run_1/met1.png
Drawn at 3 px/um. Supply wires on this layer in gray.
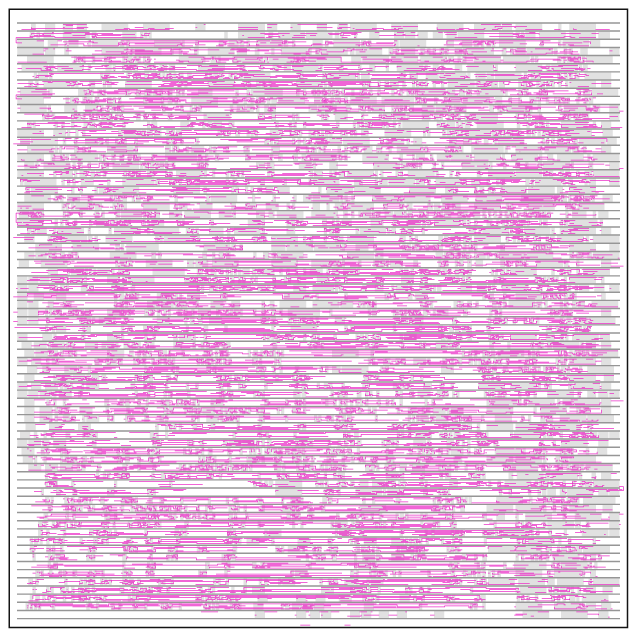
run_1/met3.png
Drawn at 2 px/um.
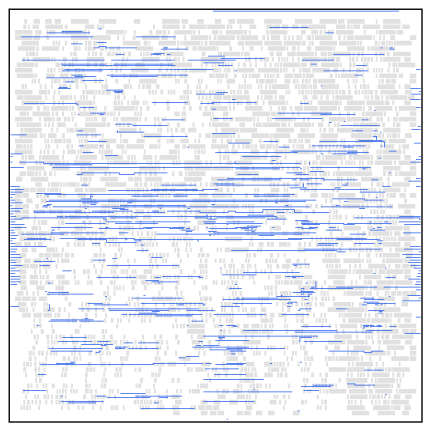
run_1/met4.png
Drawn at 2 px/um. Supply wires on this layer in gray.
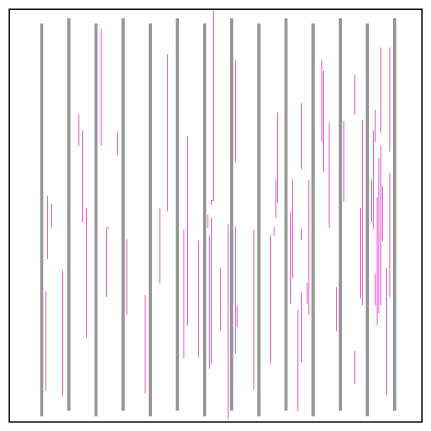
## src/rtl/alu_multicycle_pkg.sv

```systemverilog
// Opcodes, FSM states and iterative-unit modes shared by the multi-cycle ALU files.
package alu_multicycle_pkg;

    localparam int ALU_OPRN_WIDTH = 6;

    localparam logic [ALU_OPRN_WIDTH-1:0] ALU_OP_ADD  = 6'h01;
    localparam logic [ALU_OPRN_WIDTH-1:0] ALU_OP_SUB  = 6'h02;
    localparam logic [ALU_OPRN_WIDTH-1:0] ALU_OP_MUL  = 6'h03;
    localparam logic [ALU_OPRN_WIDTH-1:0] ALU_OP_SHL  = 6'h04;
    localparam logic [ALU_OPRN_WIDTH-1:0] ALU_OP_SHR  = 6'h05;
    localparam logic [ALU_OPRN_WIDTH-1:0] ALU_OP_AND  = 6'h06;
    localparam logic [ALU_OPRN_WIDTH-1:0] ALU_OP_OR   = 6'h07;
    localparam logic [ALU_OPRN_WIDTH-1:0] ALU_OP_NOR  = 6'h08;
    localparam logic [ALU_OPRN_WIDTH-1:0] ALU_OP_SLT  = 6'h09;
    localparam logic [ALU_OPRN_WIDTH-1:0] ALU_OP_SLTU = 6'h0A;

    typedef enum logic {
        ST_IDLE,
        ST_RUN
    } state_e;

    typedef enum logic [1:0] {
        MODE_MUL,
        MODE_SHL,
        MODE_SHR
    } iter_mode_e;

endpackage

```

## src/rtl/alu_multicycle_if.sv

```systemverilog
// Request/response bundle between the execute stage and the multi-cycle ALU.
interface alu_multicycle_if
    import alu_multicycle_pkg::*;
#(
    parameter int WIDTH      = 32,
    parameter int OPRN_WIDTH = ALU_OPRN_WIDTH
);

    logic                  start;
    logic [OPRN_WIDTH-1:0] oprn;
    logic [WIDTH-1:0]      op1;
    logic [WIDTH-1:0]      op2;
    logic                  busy;
    logic                  done;
    logic [WIDTH-1:0]      out;
    logic [WIDTH-1:0]      out_hi;
    logic                  zero;
    logic                  err;

    modport master (
        output start, oprn, op1, op2,
        input  busy, done, out, out_hi, zero, err
    );

    modport slave (
        input  start, oprn, op1, op2,
        output busy, done, out, out_hi, zero, err
    );

endinterface

```

## src/rtl/alu_multicycle_iter_unit.sv

```systemverilog
// Shift-add multiplier and bit-serial shifter; load performs the first step so the
// last step lands one edge before the top commits the result.
module alu_multicycle_iter_unit
    import alu_multicycle_pkg::*;
#(
    parameter int WIDTH = 32
) (
    input  logic             clk,
    input  logic             rst,
    input  logic             load,
    input  logic             step,
    input  iter_mode_e       mode,
    input  logic [WIDTH-1:0] op_a,
    input  logic [WIDTH-1:0] op_b,
    output logic [WIDTH-1:0] acc_hi,
    output logic [WIDTH-1:0] acc_lo,
    output logic             count_zero
);

    localparam int CW = $clog2(WIDTH);

    logic [WIDTH-1:0] hi_q, hi_d, lo_q, lo_d, mcand_q, mcand_d;
    logic [CW-1:0]    count_q, count_d;
    iter_mode_e       mode_q, mode_d;

    logic [WIDTH-1:0] src_hi, src_lo, src_mcand;
    iter_mode_e       src_mode;
    logic [WIDTH:0]   sum;

    always_comb begin
        if (load) begin
            src_mode  = mode;
            src_mcand = op_a;
            src_hi    = '0;
            src_lo    = (mode == MODE_MUL) ? op_b : op_a;
        end else begin
            src_mode  = mode_q;
            src_mcand = mcand_q;
            src_hi    = hi_q;
            src_lo    = lo_q;
        end

        sum = {1'b0, src_hi} + (src_lo[0] ? {1'b0, src_mcand} : '0);

        hi_d    = hi_q;
        lo_d    = lo_q;
        mcand_d = mcand_q;
        mode_d  = mode_q;
        count_d = count_q;

        if (load || step) begin
            mcand_d = src_mcand;
            mode_d  = src_mode;
            case (src_mode)
                MODE_MUL: begin
                    hi_d = sum[WIDTH:1];
                    lo_d = {sum[0], src_lo[WIDTH-1:1]};
                end
                MODE_SHL: begin
                    hi_d = '0;
                    lo_d = {src_lo[WIDTH-2:0], 1'b0};
                end
                default: begin
                    hi_d = '0;
                    lo_d = {1'b0, src_lo[WIDTH-1:1]};
                end
            endcase
        end

        // Count holds the steps still to do after the one performed at load.
        if (load) begin
            count_d = (mode == MODE_MUL) ? CW'(WIDTH - 1) : op_b[CW-1:0] - 1'b1;
        end else if (step) begin
            count_d = count_q - 1'b1;
        end
    end

    always_ff @(posedge clk or posedge rst) begin
        if (rst) begin
            hi_q    <= '0;
            lo_q    <= '0;
            mcand_q <= '0;
            mode_q  <= MODE_MUL;
            count_q <= '0;
        end else begin
            hi_q    <= hi_d;
            lo_q    <= lo_d;
            mcand_q <= mcand_d;
            mode_q  <= mode_d;
            count_q <= count_d;
        end
    end

    assign acc_hi     = hi_q;
    assign acc_lo     = lo_q;
    assign count_zero = (count_q == '0);

endmodule

```

## src/rtl/alu_multicycle.sv

```systemverilog
// Multi-cycle ALU: FSM, single-cycle ops and result registers; DONE rises
// exactly N edges after the accepting edge, N being the op's latency.
module alu_multicycle
    import alu_multicycle_pkg::*;
#(
    parameter int WIDTH      = 32,
    parameter int OPRN_WIDTH = ALU_OPRN_WIDTH
) (
    input logic             clk,
    input logic             rst,
    alu_multicycle_if.slave bus
);

    localparam int CW = $clog2(WIDTH);

    state_e           state_q, state_d;
    logic             busy_q, busy_d, done_q, done_d, zero_q, zero_d, err_q, err_d;
    logic [WIDTH-1:0] out_q, out_d, out_hi_q, out_hi_d;
    logic             pend_valid_q, pend_valid_d, pend_err_q, pend_err_d;
    logic [WIDTH-1:0] pend_out_q, pend_out_d;

    logic [OPRN_WIDTH-1:0] oprn;
    logic [WIDTH-1:0]      op1, op2, single_res, acc_hi, acc_lo;
    logic                  illegal, shamt_zero, shamt_big, multi;
    logic                  iter_load, iter_step, count_zero;
    iter_mode_e            iter_mode;

    assign oprn = bus.oprn;
    assign op1  = bus.op1;
    assign op2  = bus.op2;

    always_comb begin
        shamt_zero = (op2 == '0);
        shamt_big  = |op2[WIDTH-1:CW];
        illegal    = 1'b0;
        multi      = 1'b0;
        iter_mode  = MODE_SHR;
        single_res = '0;
        case (oprn)
            ALU_OP_ADD:  single_res = op1 + op2;
            ALU_OP_SUB:  single_res = op1 - op2;
            ALU_OP_MUL: begin
                multi     = 1'b1;
                iter_mode = MODE_MUL;
            end
            ALU_OP_SHL: begin
                multi      = !shamt_zero && !shamt_big;
                iter_mode  = MODE_SHL;
                single_res = shamt_big ? '0 : op1;
            end
            ALU_OP_SHR: begin
                multi      = !shamt_zero && !shamt_big;
                iter_mode  = MODE_SHR;
                single_res = shamt_big ? '0 : op1;
            end
            ALU_OP_AND:  single_res = op1 & op2;
            ALU_OP_OR:   single_res = op1 | op2;
            ALU_OP_NOR:  single_res = ~(op1 | op2);
            ALU_OP_SLT:  single_res = {{(WIDTH-1){1'b0}}, ($signed(op1) < $signed(op2))};
            ALU_OP_SLTU: single_res = {{(WIDTH-1){1'b0}}, (op1 < op2)};
            default:     illegal = 1'b1;
        endcase
    end

    // Single-cycle results wait one edge in the pending stage, which keeps
    // their latency equal to a one-step shift without raising BUSY.
    always_comb begin
        state_d      = state_q;
        busy_d       = busy_q;
        done_d       = 1'b0;
        out_d        = out_q;
        out_hi_d     = out_hi_q;
        zero_d       = zero_q;
        err_d        = err_q;
        pend_valid_d = 1'b0;
        pend_out_d   = pend_out_q;
        pend_err_d   = pend_err_q;
        iter_load    = 1'b0;
        iter_step    = 1'b0;

        if (pend_valid_q) begin
            done_d   = 1'b1;
            out_d    = pend_out_q;
            out_hi_d = '0;
            err_d    = pend_err_q;
            zero_d   = !pend_err_q && (pend_out_q == '0);
        end

        case (state_q)
            ST_IDLE: begin
                if (bus.start) begin
                    if (multi) begin
                        iter_load = 1'b1;
                        state_d   = ST_RUN;
                        busy_d    = 1'b1;
                    end else begin
                        pend_valid_d = 1'b1;
                        pend_out_d   = single_res;
                        pend_err_d   = illegal;
                    end
                end
            end
            default: begin
                if (count_zero) begin
                    state_d  = ST_IDLE;
                    busy_d   = 1'b0;
                    done_d   = 1'b1;
                    out_d    = acc_lo;
                    out_hi_d = acc_hi;
                    err_d    = 1'b0;
                    zero_d   = (acc_lo == '0);
                end else begin
                    iter_step = 1'b1;
                end
            end
        endcase
    end

    always_ff @(posedge clk or posedge rst) begin
        if (rst) begin
            state_q      <= ST_IDLE;
            busy_q       <= 1'b0;
            done_q       <= 1'b0;
            out_q        <= '0;
            out_hi_q     <= '0;
            zero_q       <= 1'b1;
            err_q        <= 1'b0;
            pend_valid_q <= 1'b0;
            pend_out_q   <= '0;
            pend_err_q   <= 1'b0;
        end else begin
            state_q      <= state_d;
            busy_q       <= busy_d;
            done_q       <= done_d;
            out_q        <= out_d;
            out_hi_q     <= out_hi_d;
            zero_q       <= zero_d;
            err_q        <= err_d;
            pend_valid_q <= pend_valid_d;
            pend_out_q   <= pend_out_d;
            pend_err_q   <= pend_err_d;
        end
    end

    alu_multicycle_iter_unit #(.WIDTH(WIDTH)) u_iter (
        .clk        (clk),
        .rst        (rst),
        .load       (iter_load),
        .step       (iter_step),
        .mode       (iter_mode),
        .op_a       (op1),
        .op_b       (op2),
        .acc_hi     (acc_hi),
        .acc_lo     (acc_lo),
        .count_zero (count_zero)
    );

    assign bus.busy   = busy_q;
    assign bus.done   = done_q;
    assign bus.out    = out_q;
    assign bus.out_hi = out_hi_q;
    assign bus.zero   = zero_q;
    assign bus.err    = err_q;

endmodule

```

## src/flat_wrapper.sv

```systemverilog
// flat-port wrapper written by rule: the top's interface ports become plain ports
module alu_multicycle_flat import alu_multicycle_pkg::*;
#(
    parameter int WIDTH      = 32,
    parameter int OPRN_WIDTH = ALU_OPRN_WIDTH
)
  (clk, rst, bus_start, bus_oprn, bus_op1, bus_op2, bus_busy, bus_done, bus_out, bus_out_hi, bus_zero, bus_err);
  alu_multicycle_if #(.WIDTH(WIDTH), .OPRN_WIDTH(OPRN_WIDTH)) bus_i ();
  input logic clk;
  input logic rst;
  input wire logic [$bits(bus_i.start)-1:0] bus_start;
  input wire logic [$bits(bus_i.oprn)-1:0] bus_oprn;
  input wire logic [$bits(bus_i.op1)-1:0] bus_op1;
  input wire logic [$bits(bus_i.op2)-1:0] bus_op2;
  output wire logic [$bits(bus_i.busy)-1:0] bus_busy;
  output wire logic [$bits(bus_i.done)-1:0] bus_done;
  output wire logic [$bits(bus_i.out)-1:0] bus_out;
  output wire logic [$bits(bus_i.out_hi)-1:0] bus_out_hi;
  output wire logic [$bits(bus_i.zero)-1:0] bus_zero;
  output wire logic [$bits(bus_i.err)-1:0] bus_err;
  assign bus_i.start = bus_start;
  assign bus_i.oprn = bus_oprn;
  assign bus_i.op1 = bus_op1;
  assign bus_i.op2 = bus_op2;
  assign bus_busy = bus_i.busy;
  assign bus_done = bus_i.done;
  assign bus_out = bus_i.out;
  assign bus_out_hi = bus_i.out_hi;
  assign bus_zero = bus_i.zero;
  assign bus_err = bus_i.err;
  alu_multicycle #(.WIDTH(WIDTH), .OPRN_WIDTH(OPRN_WIDTH)) u_core (.clk(clk), .rst(rst), .bus(bus_i));
endmodule
```

## config.mk

```make
export PLATFORM = sky130hd
export DESIGN_NAME = alu_multicycle_flat
export DESIGN_NICKNAME = d
export VERILOG_FILES = /design/src/rtl/alu_multicycle_pkg.sv /design/src/rtl/alu_multicycle_if.sv /design/src/rtl/alu_multicycle_iter_unit.sv /design/src/rtl/alu_multicycle.sv /design/src/flat_wrapper.sv
export SDC_FILE = /design/constraint.sdc
export NUM_CORES = 1
export LEC_CHECK = 0
export ABC_AREA = 1
export CORE_MARGIN = 2
export CORE_UTILIZATION = 45
export CTS_CLUSTER_DIAMETER = 30
export DETAILED_ROUTE_END_ITERATION = 8
export PLACE_DENSITY_LB_ADDON = 0.12
export SETUP_SLACK_MARGIN = 0.3
export SLEW_MARGIN = 5
export SYNTH_ARGS = -nofsm -noshare
export SYNTH_HDL_FRONTEND = slang
export SYNTH_SLANG_ARGS = --single-unit
export TNS_END_PERCENT = 50
```

## constraint.sdc

```tcl
create_clock -name clk -period 8.65 [get_ports clk]
set_input_delay 1.73 -clock clk [delete_from_list [all_inputs] [get_ports clk]]
set_output_delay 1.73 -clock clk [all_outputs]
set_load 0.01 [all_outputs]
```

==> results.yml, run 1 <==
# yosys + openroad results
sta:
  fin_skew_ns: 0.0328
  relSlewSlack: 0.218
  worstMarginPinSlew_ns: 1.17
  drv_slew: 0
  rsz0062_at_grt: "false"
  timing.setup.tns_ns: 0
  finalSetupViolations: 0
  finalHoldViolCount: 0
  post-route-min-period_ns: 6.28
  fin_crit_sh: 0.725
  fmaxAchievable_mhz: 159
critical_path:
  rr_endpoint: "u_core.u_iter.acc_hi[18]$_DFFE_PP0P_"
  crit_path_frequent_cell: "nand2_1"
  cpMaxStageDelayCell: "nand2_4"
  cp.arrival_ns: 6.72
  ff2ff_setup_slack_ns: 4.50
  slowest_delay_ns: 0.58
  critPathKind: "primary input to register"
  required_ns: 9.09
  startpoint_type: "primary input"
  cp-endpoint: "u_core.u_iter.acc_hi[18]$_DFFE_PP0P_"
  worstRegToRegCells: 16
  r2r-start: "u_core.state_q$_DFF_PP0_"
  path_max_fanout: 58
  path_cells: "clkdlybuf4s50_1 > inv_1 > ha_1 > nand2_1 > nor2_1 > nand2_1 > nand3_2 > nand2_4 > nand2_4 > buf_4 > nand2_1 > o21ai_2 > inv_1 > nor2_1 > ha_1 > a21oi_1 > nand2_1 > a21oi_1 > nand2_1 > a21oi_1 > xor2_1 > o22ai_1"
  crit_buf_inv: 4
  end_kind: "register"
finish:
  insertedDiodeCount: 2
  seq_area_frac: 0.235
  area_growth_pct: 20.0
  fillers: 4017
  lay_top_count: "nand2_1"
  inverters: 467
  utilization: 0.550
  buffer_area_frac: 0.0703
  top_area_cell_class: "multi-input combinational cells"
  logic_area_um2: 10800
  buffers_excl_clock: 159
  post_route_cells_drive_above_1_share: 0.0477
  comb_share: 0.494
  num-multi-input-gates: 2155
  fin_area_um2: 21900
  seq_cell_count: 206
  fin_nets: 3247
  seq_area_um2: 5160
  final-clk-cell-share: 0.0903
  final_layout_top_logic_cells: "nand2_1, inv_1, nand3_1"
power_and_ir_drop:
  netSwitchingFraction: 0.344
  peakVddDrop_mv: 0.175
  powerDensity_nw_per_um2: 217
  p_comb_frac: 0.276
  power.internal_mw: 3.12
  pwr-share-seq: 0.266
  clockPowerShare: 0.457
  p_sw_mw: 1.64
  p_leak_nw: 11.5
logic_synthesis:
  ys_sh_simple: 0.350
  ff_type: "dfrtp_1"
  yosys_warnings: 0
  synth-cells-yosys: 2945
  adder_share: 0.0922
  edf_count: 0
  yosys-stat-area_um2: 18300
  logic_family: "simple AND/OR/NAND/NOR gates"
  avgSynthCellArea_um2: 6.21
  synth.distinct_cells: 47
  fp_nets: 3151
  synthTopCellsByCount: "nand2_1, inv_1, nand3_1, nor2_1"
  top_cell: "nand2_1"
  synth_seq_share: 0.282
  ys_async_sr_fraction: 1.00
  area_leaders: "dfrtp_1, nand2_1, inv_1, ha_1, nand3_1"
  ys_sh_aoi: 0.139
  ys_ff: 206
  ys_sh_mux: 0
  xor_area_frac: 0.0120
cts:
  clk_path_buf_depth: 3
  cts_buffers: 52
  clock_sinks: 206
  hold_buffers: 0
  cts_tree: "built"
  path_clk_slew_ns: 0.05
  post-cts-setup-buffer-count: 0
  cts_max_level: 2
  cts_root_buf: "clkbuf_16"
  clk_latency_ns: 0.60
  cts.repair.resized: 0
floorplanning:
  die_x_um: 206
  tap-cell-count: 525
  ios: 141
  fp_util: 0.458
  rows: 73
  dieHeight_um: 206
  die-area_um2: 42300
  core-area_um2: 39900
job:
  tool_warnings: 92
  drv_cap: 0
min_path:
  whs_path_depth: 2
  hp-class: "register to register"
  whs_endpoint: "u_core.u_iter.mcand_q[10]$_DFFE_PP0P_"
  hp-start: "u_core.u_iter.mcand_q[10]$_DFFE_PP0P_"
global_route:
  antenna_found_initial: 2
  track_usage: 0.356
  grt_pass1_vias: 19100
  grt_max_degree: 137
  grt-ovfl-total: 0
  grt_pass1_wl_mm: 113
place:
  port_buffers: 140
  dpl.hpwl_mm: 58.6
  gp_congestion: 0.989
  placed_area_um2: 20000
detailed_routing:
  drtIter0Drc: 2088
  drc: 0
  postRouteAntennaNets: 0
  wire_per_inst_um: 20.7
  first_pass_iters: 6
  via_per_inst: 5.56
outcome:
  run_status: "complete, no violations"
Notes on met1.png above:
nets with wire on the layer: 2989
main direction: horizontal
wire length on this layer: 32.6 mm
met1 usage: 0.487
WL final: 74.7 mm
via count: 20100

Notes on met3.png above:
wire length on this layer: 6430 um
share of all routed wire: 8.6%
main direction: horizontal
longest straight run: 133 um
nets with wire on the layer: 366
grt met3 use: 0.0621

Notes on met4.png above:
share of all routed wire: 3.7%
nets with wire on the layer: 52
main direction: vertical
longest straight run: 97.2 um

## run 1: power groups by stage
stage	registers [mW]	clock network, mW	logic, mW
final	1.27	2.18	1.32
after global routing	1.28	2.25	1.45
after CTS	1.27	2.20	1.30
after detailed placement	1.28	0	1.29
after global placement	1.27	0	1.28
after floorplan	1.27	0	0.761
## run 1: registers in the layout (all words and copies together), names as in the netlist
register / flops
u_core.pend_err_q: 1
u_core.pend_valid_q: 1
u_core.pend_out_q: 32
u_core.u_iter.mode_q: 2
u_core.bus.err: 1
u_core.u_iter.acc_hi: 32
u_core.bus.zero: 1
u_core.bus.out: 32
u_core.u_iter.count_q: 5
u_core.state_q: 1
u_core.u_iter.mcand_q: 32
u_core.bus.busy: 1
u_core.bus.out_hi: 32
u_core.bus.done: 1
u_core.u_iter.acc_lo: 32
## run 1: metal layers
metal | track usage | vias to the layer above | wire (um) | part of all wire
met1 | 0.487 | 9423 | 32600 | 0.44
met2 | 0.557 | 896 | 32900 | 0.44
met3 | 0.0621 | 133 | 6430 | 0.086
met4 | 0.139 | 0 | 2750 | 0.037
met5 | 0 | - | 0 | 0
li1 | - | 9611 | - | -
## run 1: stage by stage
step / cells / setup WS [ns] / total power [mW] / hold WS [ns]
after floorplan: 2945 / 1.30 / 2.03 / 0.443
after global placement: 3512 / 2.03 / 2.55 / 0.454
after detailed placement: 3512 / 1.96 / 2.57 / 0.455
after CTS: 3608 / 2.54 / 4.76 / 0.465
after global routing: 3610 / 2.02 / 4.98 / 0.493
final: 3610 / 2.37 / 4.76 / 0.467
## run 1: worst min-delay path, delay by kind of cell (launching register included)
family | cells | cell delay, ns
AND-OR/OR-AND | 1 | 0.06
AND/OR/NAND/NOR | 1 | 0.06
flip-flops | 1 | 0.31
run_1/metal_stack.png
Drawn at 2 px/um. Only two layers are drawn.
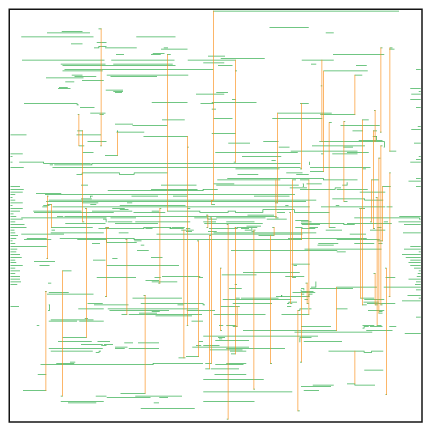

--- run 2 (diff from run 1) ---
==> constraint.sdc (replaced) <==
create_clock -name clk -period 5.5 [get_ports clk]
set_input_delay 1.1 -clock clk [delete_from_list [all_inputs] [get_ports clk]]
set_output_delay 1.1 -clock clk [all_outputs]
set_load 0.01 [all_outputs]
run_2/metal_stack.png
Drawn at 2 px/um. Only two layers are drawn.
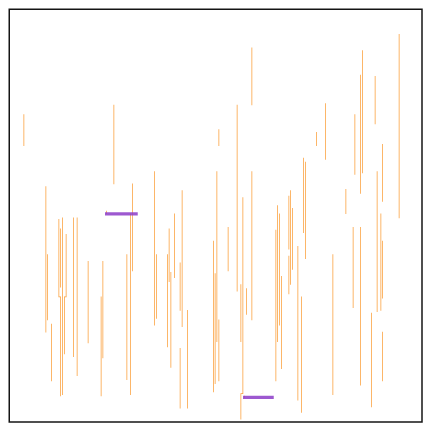
legend:
  purple:
    layer: met5
    wire_length: 28.5 um
  orange:
    layer: met4
    wire_length: 3340 um
via count: 19900
WL final: 72.4 mm
Total Routing Usage GR: 0.346
drt wl/cell: 19.9 um

==> run 2 against run 1 <==
Net effect:
- sequential share of layout area is 0.063 points lower
- largest cell class unchanged
- clock power up 45%
- clock skew rose by 0.013 ns
- highest routed layer is now met5
- worst setup slack worse by 1.8 ns
- flip-flop count did not move
- final cell count grew 0.58%
- critical endpoint is now u_core.u_iter.acc_hi[22]$_DFFE_PP0P_
- critical path depth is 1 higher
- register-to-register slack lost 2.5 ns
- die size stayed put
==> results.yml, run 2 <==
# yosys + openroad results
outcome:
  run_status: "complete, no violations"
sta:
  drv_slew: 0
  finalSetupViolations: 0
  fin_crit_sh: 0.897
  relSlewSlack: 0.255
  fin_skew_ns: 0.0461
  worstMarginPinSlew_ns: 1.12
  post-route-min-period_ns: 4.93
  fmaxAchievable_mhz: 203
critical_path:
  cp-endpoint: "u_core.u_iter.acc_hi[22]$_DFFE_PP0P_"
  required_ns: 5.96
  cp.arrival_ns: 5.39
  rr_endpoint: "u_core.u_iter.acc_hi[22]$_DFFE_PP0P_"
  worstRegToRegCells: 17
  ff2ff_setup_slack_ns: 1.96
  critPathKind: "primary input to register"
  r2r-start: "u_core.state_q$_DFF_PP0_"
  path_max_fanout: 48
  startpoint_type: "primary input"
job:
  tool_warnings: 90
  drv_cap: 0
logic_synthesis:
  netlist_area_um2: 18300
  yosys_warnings: 0
  synthTopCellsByCount: "nand2_1, inv_1, nand3_1, nor2_1"
  ys_async_sr_fraction: 1.00
  synth.distinct_cells: 47
  fp_nets: 3151
  synth_seq_share: 0.282
  area_leaders: "dfrtp_1, nand2_1, inv_1, ha_1, nand3_1"
  synth-cells-yosys: 2945
  ys_ff: 206
  edf_count: 0
  top_cell: "nand2_1"
  avgSynthCellArea_um2: 6.21
power_and_ir_drop:
  peakVddDrop_mv: 0.233
  p_leak_nw: 11.6
  clockPowerShare: 0.438
  p_comb_frac: 0.286
  pwr.group.sequential_mw: 2.00
  pwr-share-seq: 0.276
  power.group.top: "the clock network"
  netSwitchingFraction: 0.344
  total_power_mw: 7.23
  p_clk_mw: 3.17
finish:
  lay_top_count: "nand2_1"
  fin_nets: 3271
  area_growth_pct: 20.3
  fin_area_um2: 22000
  post_route_cells_drive_above_1_share: 0.0528
place:
  gp_congestion: 0.976
  port_buffers: 140
  placed_area_um2: 20200
cts:
  path_clk_slew_ns: 0.05
  cts.repair.resized: 0
  clk_path_buf_depth: 3
  cts_tree: "built"
  cts_buffers: 52
  clock_sinks: 206
  cts_max_level: 2
  hold_buffers: 0
  post-cts-setup-buffer-count: 0
  clk_latency_ns: 0.59
floorplanning:
  die_x_um: 206
  fp_util: 0.458
  dieHeight_um: 206
  ios: 141
  die-area_um2: 42300
min_path:
  whs_endpoint: "u_core.u_iter.mcand_q[14]$_DFFE_PP0P_"
  hp-class: "register to register"
global_route:
  antenna_found_initial: 4
  grt-ovfl-total: 0
  grt_pass1_vias: 19300
  grt_max_degree: 97
  grt_pass1_wl_mm: 110
detailed_routing:
  drtIter0Drc: 1876
  postRouteAntennaNets: 0
  via_per_inst: 5.49
run_2/met3.png
Drawn at 2 px/um.
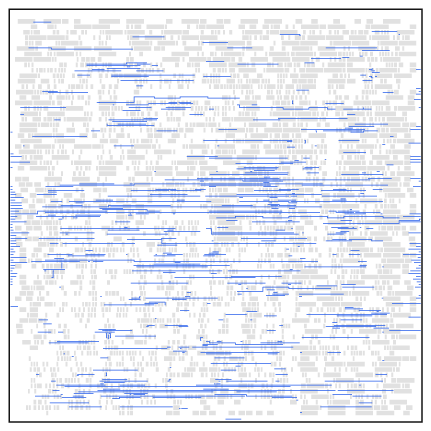
main direction: horizontal
wire length on this layer: 6540 um
nets with wire on the layer: 365
longest straight run: 137 um
grt met3 use: 0.0806

[run 2: netlist changes by cell type in the layout (fill, tap and decap cells not counted), sizes merged]
cell      change
clkbuf        +3
bufinv        -3
buf          +24
clkinvlp      +2
inv           -4
diode         -1
[run 2: final cells by class]
cell class,count,area [um2]
diodes,1,2.50
repair buffers,183,1760
clock buffers,65,1410
flip-flops and latches,206,5160
clock inverters,29,424
well taps,525,657
inverters,467,1760
multi-input cells,2155,10800
fillers,3981,17900
[run 2: cells by family after synthesis]
logic type,after synthesis,share of synthesized area
and+or+nand+nor,1549,0.350
buffers and inverters,584,0.125
AOI/OAI and AO/OA,448,0.139
DFF,206,0.282
adders and majority gates,133,0.0922
xor gates and xnor gates,25,0.0120
[run 2: metal layers]
metal	up-vias	part of all wire	global-route usage
li1	9637	-	-
met5	-	0.00039	0
met4	4	0.046	0.151
met3	151	0.090	0.0806
met2	880	0.44	0.544
met1	9263	0.42	0.453
[run 2: through the flow]
stage	utilization	hold slack, ns	std cells	setup TNS, ns
after global routing	0.551	0.482	3631	0
after global placement	0.505	0.454	3536	-0.0914
after detailed placement	0.505	0.458	3536	0
after CTS	0.551	0.470	3630	0
after floorplan	-	0.443	2945	0
final	0.551	0.467	3631	0
[run 2: worst max-delay path, stage by stage]
cell,delay (ns)
clkdlybuf4s50_1,0.53
inv_1,0.26
ha_1,0.20
nand2_1,0.11
nor2_1,0.11
nand2_1,0.12
nand3_2,0.12
nand2_4,0.12
nand2_4,0.22
buf_6,0.33
o21ai_0,0.16
inv_1,0.07
nor2_1,0.04
ha_1,0.39
nand2_1,0.15
nor2_1,0.18
inv_1,0.11
nor3_1,0.42
nand3_1,0.25
nand3_1,0.15
nand2_1,0.06
nand4_1,0.10
nand2_1,0.06
run_2/met1.png
Drawn at 3 px/um. Supply wires on this layer in gray.
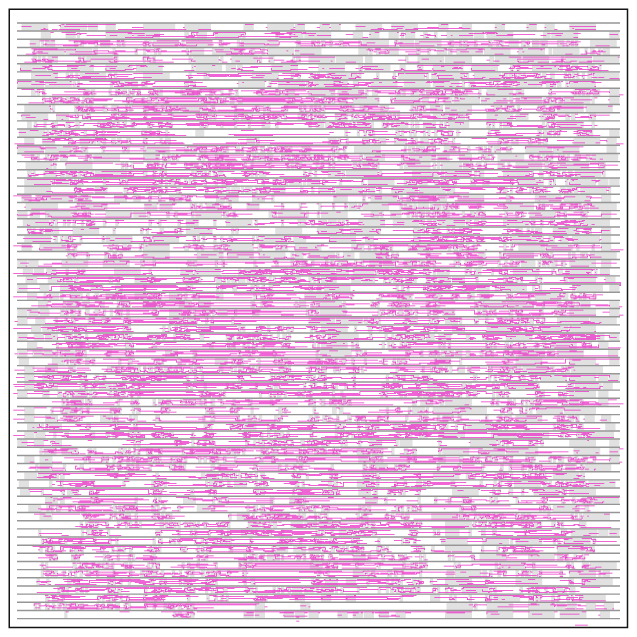

--- run 3 (diff from run 2) ---
--- a/config.mk
+++ b/config.mk
@@ -7,7 +7,7 @@
 export LEC_CHECK = 0
 export ABC_AREA = 1
 export CORE_MARGIN = 2
-export CORE_UTILIZATION = 45
+export CORE_UTILIZATION = 54
 export CTS_CLUSTER_DIAMETER = 30
 export DETAILED_ROUTE_END_ITERATION = 8
 export PLACE_DENSITY_LB_ADDON = 0.12
run_3/met1.png
Drawn at 3 px/um. Supply wires on this layer in gray.
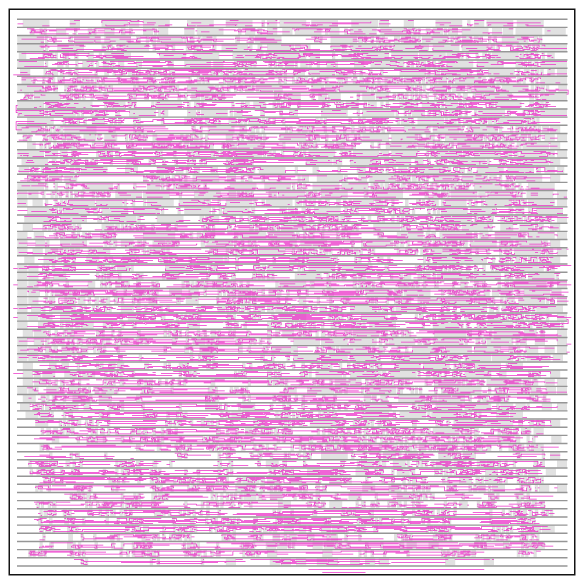
main direction: horizontal
wire length on this layer: 29.7 mm
nets with wire on the layer: 2992
longest straight run: 83.7 um
share of all routed wire: 41%
WL final: 73.0 mm
met1 usage: 0.550
via count: 20900

==> run 3 against run 2 <==
Net effect:
- via count increased by 4.6%
- worst setup slack improved by 0.11 ns
- clock skew decreased by 0.029 ns
- sequential power increased by 2%
- non-clock buffer count increased by 9
- combinational power increased by 2%
- global-route usage increased by 6.5 points
- die size decreased by 16%
- hold slack improved by 0.0025 ns
==> results.yml, run 3 <==
# yosys + openroad results
critical_path:
  crit_family: "simple AND/OR/NAND/NOR gates"
  critPathKind: "primary input to register"
  cpMaxStageDelayCell: "clkdlybuf4s50_1"
  worstRegToRegCells: 21
  r2r-start: "u_core.state_q$_DFF_PP0_"
  path_max_fanout: 44
  rr_endpoint: "u_core.u_iter.acc_hi[29]$_DFFE_PP0P_"
  crit_path_frequent_cell: "nand2_1"
  crit_buf_inv: 5
  slowest_delay_ns: 0.57
  ff2ff_setup_slack_ns: 1.95
  required_ns: 5.90
  path_cells: "clkdlybuf4s50_1 > nor2_1 > nand4_2 > nand2_4 > nand2_4 > buf_12 > o21ai_2 > inv_1 > nor2_1 > ha_1 > inv_1 > fa_1 > inv_1 > nand3_1 > nand3_1 > nand2_1 > nand2_1 > nand2_1 > nand2_1 > nand3_1 > nand2_1 > nand2_1 > nand4_1 > nand2_1"
  cp.arrival_ns: 5.23
  startpoint_type: "primary input"
cts:
  clk_path_buf_depth: 3
  clk_latency_ns: 0.53
  cts_max_level: 2
  cts.repair.resized: 0
  clock_sinks: 206
  post-cts-setup-buffer-count: 0
  hold_buffers: 0
  cts_tree: "built"
  path_clk_slew_ns: 0.05
  cts_buffers: 38
logic_synthesis:
  yosys_warnings: 0
  synthTopCellsByCount: "nand2_1, inv_1, nand3_1, nor2_1"
  adder_share: 0.0922
  fp_nets: 3151
  edf_count: 0
  area_leaders: "dfrtp_1, nand2_1, inv_1, ha_1, nand3_1"
  ys_sh_aoi: 0.139
  top_cell: "nand2_1"
  ys_sh_mux: 0
  ys_async_sr_fraction: 1.00
  logic_family: "simple AND/OR/NAND/NOR gates"
  ys_ff: 206
  avgSynthCellArea_um2: 6.21
  xor_area_frac: 0.0120
  yosysTopAreaCell: "dfrtp_1"
  synth-cells-yosys: 2945
  netlist_area_um2: 18300
  synth_seq_share: 0.282
  ys_sh_simple: 0.350
  synth.distinct_cells: 47
sta:
  fin_crit_sh: 0.877
  fin_skew_ns: 0.0167
  post-route-min-period_ns: 4.83
  drv_slew: 0
  fmaxAchievable_mhz: 207
  relSlewSlack: 0.271
  timing.setup.tns_ns: 0
  finalSetupViolations: 0
  worstMarginPinSlew_ns: 1.09
power_and_ir_drop:
  total_power_mw: 6.67
  p_comb_frac: 0.316
  clockPowerShare: 0.377
  p_leak_nw: 11.4
  peakVddDrop_mv: 0.253
  pwr-share-seq: 0.306
  netSwitchingFraction: 0.374
finish:
  fin_nets: 3266
  inverters: 467
  final-clk-cell-share: 0.0631
  fillers: 3057
  num-multi-input-gates: 2155
  comb_share: 0.504
  seq_area_um2: 5160
  final_layout_top_logic_cells: "nand2_1, inv_1, nand3_1"
  post_route_cells_drive_above_1_share: 0.0495
  seq_area_frac: 0.240
  buffers_excl_clock: 192
  seq_cell_count: 206
  logic_area_um2: 10800
  buffer_area_frac: 0.0851
  top_area_cell_class: "multi-input combinational cells"
  insertedDiodeCount: 0
  nClkBuffers: 41
  area_growth_pct: 17.6
  lay_top_count: "nand2_1"
global_route:
  grt_busiest_layer: "met2"
  grt_pass1_wl_mm: 113
  met2_usage: 0.627
  grt_pass1_vias: 19900
  track_usage: 0.411
  grt_max_degree: 141
  grt-ovfl-total: 0
  antenna_found_initial: 3
place:
  port_buffers: 140
  gp_congestion: 1.01
job:
  drv_cap: 0
  tool_warnings: 92
min_path:
  hp-class: "register to register"
  whs_endpoint: "u_core.u_iter.mcand_q[1]$_DFFE_PP0P_"
detailed_routing:
  dr_wl_met3_mm: 8.21
  route.met2.wl_mm: 31.0
  wire_per_inst_um: 20.6
  drc: 0
  drtIter0Drc: 2817
  drt-met1-wl_mm: 29.7
  first_pass_iters: 9
  via_per_inst: 5.90
  routed.top_layer: "met5"
floorplanning:
  fp_util: 0.547
  ios: 141
  die-area_um2: 35400
  dieHeight_um: 188
  tap-cell-count: 448
  die_x_um: 188
outcome:
  run_status: "complete, no violations"
run_3/met3.png
Drawn at 2 px/um.
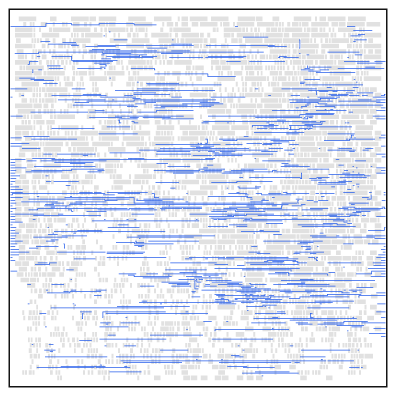
wire length on this layer: 8210 um
main direction: horizontal
grt met3 use: 0.0934

-- run 3: cell count changes in the layout (fill, tap and decap cells not counted), moves of 2 or more --
cell / delta
buf_6: -2
buf_4: +10
clkinv_2: -7
clkbuf_16: -13
clkbuf_8: -5
clkbuf_1: -6
inv_6: +7
bufinv_16: -2
-- run 3: worst max-delay path by stage --
stage / endpoint / slack (ns) / cells after the start / from
2_1_floorplan: u_core.u_iter.acc_hi[29]$_DFFE_PP0P_ / 1.44 / 28 / bus_op2[0]
3_3_place_gp: u_core.u_iter.acc_hi[19]$_DFFE_PP0P_ / 0.37 / 24 / bus_op2[0]
3_5_place_dp: u_core.u_iter.acc_hi[29]$_DFFE_PP0P_ / 0.30 / 29 / bus_op2[0]
4_1_cts: u_core.u_iter.acc_hi[29]$_DFFE_PP0P_ / 0.79 / 29 / bus_op2[0]
5_1_grt: u_core.u_iter.acc_hi[29]$_DFFE_PP0P_ / 0.33 / 29 / bus_op2[0]
6_report: u_core.u_iter.acc_hi[29]$_DFFE_PP0P_ / 0.67 / 24 / bus_oprn[2]
-- run 3: per-stage QoR --
stage               instances  utilization  setup slack [ns]  area (um2)  hold slack [ns]
global route             3536        0.643             0.333       21500            0.496
CTS                      3536        0.643             0.789       21500            0.471
global placement         3468        0.602             0.365       20100            0.454
detailed placement       3468        0.602             0.300       20100            0.459
finish                   3536        0.643             0.674       21500            0.469
floorplan                2945            -              1.44       18300            0.443
-- run 3: power by group through the flow --
stage	logic (mW)	registers, mW	clock network, mW
4_1_cts	2.05	2.02	2.51
6_report	2.11	2.04	2.52
2_1_floorplan	1.20	2.00	0
3_5_place_dp	2.02	2.04	0
3_3_place_gp	1.98	2.03	0
5_1_grt	2.29	2.06	2.59
No activity file was given, so power comes from the tool's default toggle rates.
